Fig. 1: run 1, floorplan with the power grid
The bar under the picture is 50 um long. Pins as bars on the die edge. Tap cells in grey.
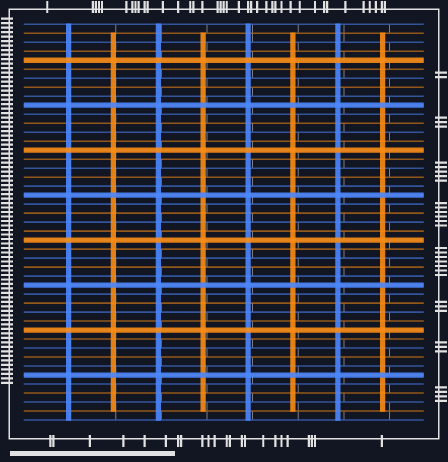
Fig. 2: run 1, cells coloured by class
The bar under the picture is 50 um long.
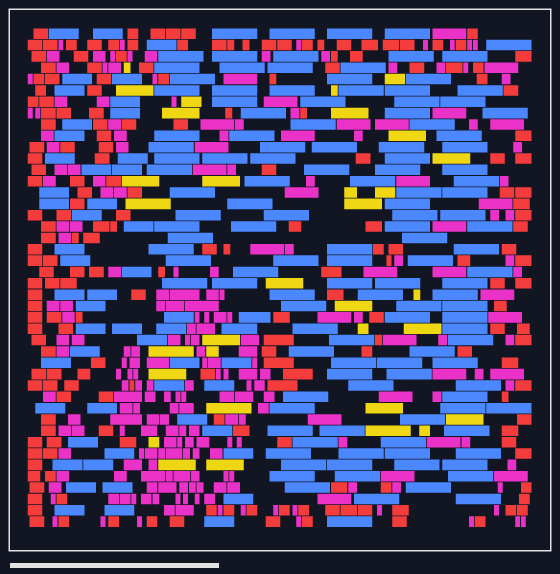
Fig. 3: run 1, routed clock nets over the placement
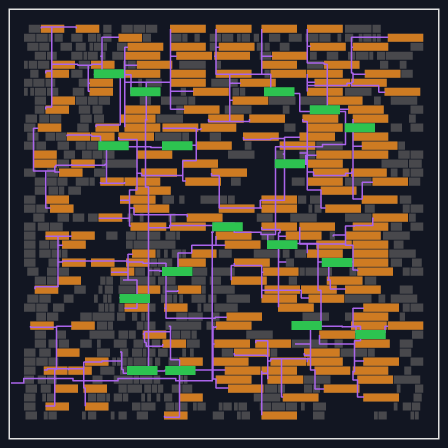
Fig. 4: run 1, routed metal, one colour a layer
The bar under the picture is 50 um long. Only two layers are drawn.
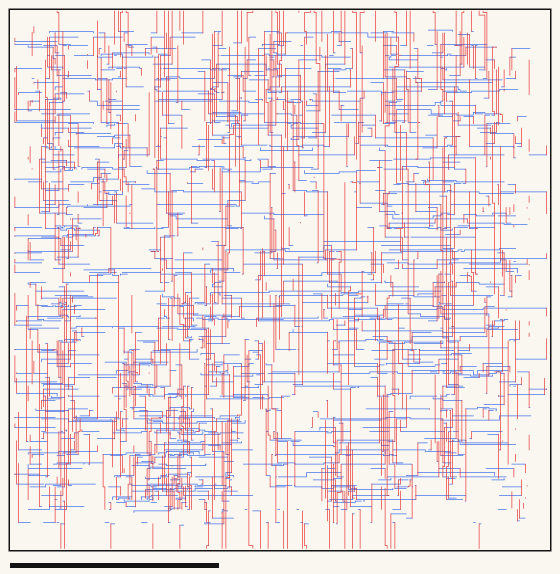
Design ci_sequencer, sky130hd; sources not shown.
==> run notes <==
Flow results follow.

By startpoint and endpoint, the worst setup path is classified as flop to output pin. The startpoint type of the worst setup path is a flop. The H-tree depth is 4. The detail route stage leaves a number of antenna-violating nets equal to 0. In the layout the commonest cells are sky130_fd_sc_hd__edfxtp_1, sky130_fd_sc_hd__clkdlybuf4s50_1, sky130_fd_sc_hd__dfxtp_1. Total power for the finished layout comes to 7.28 mW. Across all register-to-register paths, the minimum setup slack is 0.41 ns. The quantity of I/O buffers inserted on ports is 144. The first-pass GRT wire length is 22700 um. Before placement the cells fill 49.9% of the core. Summing over every cut layer, the via total after detailed routing is 4193. The logic depth of the worst register-to-register path is 8. The die covers 16800 um^2. Once iteration 0 of detailed routing completed, the report listed 209 DRC markers. The type recorded for the worst min-delay path is flop to flop. Cells fill 67.4% of the core in the end. After detailed routing, the number of vias per cell comes to 5.06. For this run, the leading register cell type out of synthesis is sky130_fd_sc_hd__edfxtp_1.

The share of layout cells above drive strength 1 is 25.4%. STA lists the maximum fanout along the critical path as 10. Together, buffers and inverters on the worst path number 2. Per the layout area report, the combinational gate area comes to 2060 um^2. The diode insertion count for antenna repair is 0. The final max-slew violation count recorded for this run is 0. On the critical path the largest part of the delay comes from simple AND/OR/NAND/NOR gates. The maximum number of pins on one net before global-route repair is 27. The number of antenna violations at the first check in global routing is 0.

Of the post-synthesis cell area, the part taken by muxes is 10.1%. The number of standard cells reported by yosys is 435. The instance count of the mapped netlist is 435. The top cell type in the final layout, fill and taps aside, is sky130_fd_sc_hd__edfxtp_1.

The worst setup path is captured at an output pin. The dominant combinational cell family by area after synthesis is multiplexers. For the pin with the worst max-slew slack, the measured transition is 0.542 ns.

Counting tap cells, the placed design contains a total of 798 instances. The power density over cell area is 745 nW/um^2. The final estimated routing congestion in global placement is 0.768. The internal portion of total power is 4.90 mW. The setup total negative slack is 0 ns. The compound-gate portion of the synthesized area is 7.10%.

The synthesized design contains 181 register bits. The post-synth count of flops with an enable pin is 128. CTS placed an instance of sky130_fd_sc_hd__clkbuf_16 at the clock tree root. The leakage power is 3.56 nW. The growth of design area from synthesis to finish is 35.1%. The post-placement cell area is 9100 um^2.

The critical path's slowest stage uses the library cell sky130_fd_sc_hd__or3_1. Counting I/O delays and the setup requirement, the final critical path takes 2.89 ns. Setup slack closes at 0.113 ns.

Per the finish-stage timing summary, setup violations number 0. The area share of fa/ha/maj cells after synthesis is 1.66%. Setup repair after global routing could not meet its margin everywhere.

In the Yosys report, the sequential cells make up 67.9% of the chip area. The via count of the first global-routing pass is 4536. The report puts the hold buffer count at CTS at 0. The final timing summary puts the cycle share of the worst path at 96.2%. The count of instances resized after the clock tree is built is 95. Pin placement for this block handled 177 I/O pins. The run finished with clean final reports.

The clock tree from TritonCTS is yes. The tally of max-capacitance violations is 0. The delay contributed by the slowest stage of the critical path is 0.51 ns.
Notes on Fig. 1 above:
net	colour
VSS	blue
VDD	orange
rows	44
signal pins	177
met5 straps	8
Die Height: 129 um
Peak supply drop: 0.000415 V
area of the core region: 14500 um^2

Notes on Fig. 2 above:
class	colour	cells	share of their area
all other logic	magenta	233	22%
other buffers and delay cells	red	199	20%
clock drivers and dummy loads	yellow	32	6.7%
flip-flops	blue	181	51%
Post-Layout Inst Area: 9760 um^2
total number of placement rows: 44

Notes on Fig. 3 above:
[cells driving clock nets] green | count: 17
[flip-flops] orange | count: 181
[clock wires] purple | length: 1900 um
routed clock nets	18
flops lie	spread over the die
clock latency on the worst-skew pair: 0.41 ns
Clock power frac: 32.4%
clock distribution power: 2.36 mW

Notes on Fig. 4 above:
layer	colour	wire length
met2	red	7220 um
met1	blue	6060 um
overall fraction of global-route tracks in use: 17.9%
final routed wire length divided by cell count: 17.7 um
post-detailed-routing wire length: 14700 um

==> run 1: cell type report <==
cell class / instances / area share (%)
Timing Repair Buffer: 149 / 15.4
Clock buffer: 20 / 4.78
Inverter: 9 / 0.346
Sequential cell: 181 / 50.3
Buffer: 50 / 3.97
Tap cell: 184 / 2.36
Clock inverter: 12 / 1.79
Multi-Input combinational cell: 224 / 21.1
==> run 1: cells in the mapped netlist, types with 7 or more instances <==
| master | number | share of area (%) |
|---|---|---|
| sky130_fd_sc_hd__a21oi_1 | 7 | 0.48 |
| sky130_fd_sc_hd__a22o_1 | 35 | 4.2 |
| sky130_fd_sc_hd__and2_1 | 36 | 3.1 |
| sky130_fd_sc_hd__buf_4 | 33 | 3.4 |
| sky130_fd_sc_hd__clkbuf_1 | 9 | 0.47 |
| sky130_fd_sc_hd__dfxtp_1 | 53 | 15 |
| sky130_fd_sc_hd__edfxtp_1 | 128 | 53 |
| sky130_fd_sc_hd__ha_1 | 8 | 1.4 |
| sky130_fd_sc_hd__inv_1 | 9 | 0.47 |
| sky130_fd_sc_hd__mux4_2 | 32 | 10 |
| sky130_fd_sc_hd__nand2_1 | 8 | 0.42 |
| sky130_fd_sc_hd__nor2_1 | 10 | 0.52 |
==> run 1: metal layers <==
| layer | global-route usage (%) | up-vias | wire length [um] |
|---|---|---|---|
| met5 | 0 | - | 0 |
| met4 | 6.60 | 0 | 200 |
| met3 | 7.09 | 12 | 1210 |
| met2 | 29.5 | 160 | 7220 |
| met1 | 21.5 | 2035 | 6060 |
| li1 | - | 1986 | - |
==> run 1: power groups by stage <==
stage                     logic [mW]  clock network (mW)  registers, mW
after floorplan                 1.35                   0           2.98
after global placement          2.25                   0           2.83
after detailed placement        2.25                   0           2.83
after CTS                       2.18                2.41           2.79
after global routing            2.25                2.52           2.80
final                           2.12                2.36           2.79
Power and IR drop assume default switching activity.
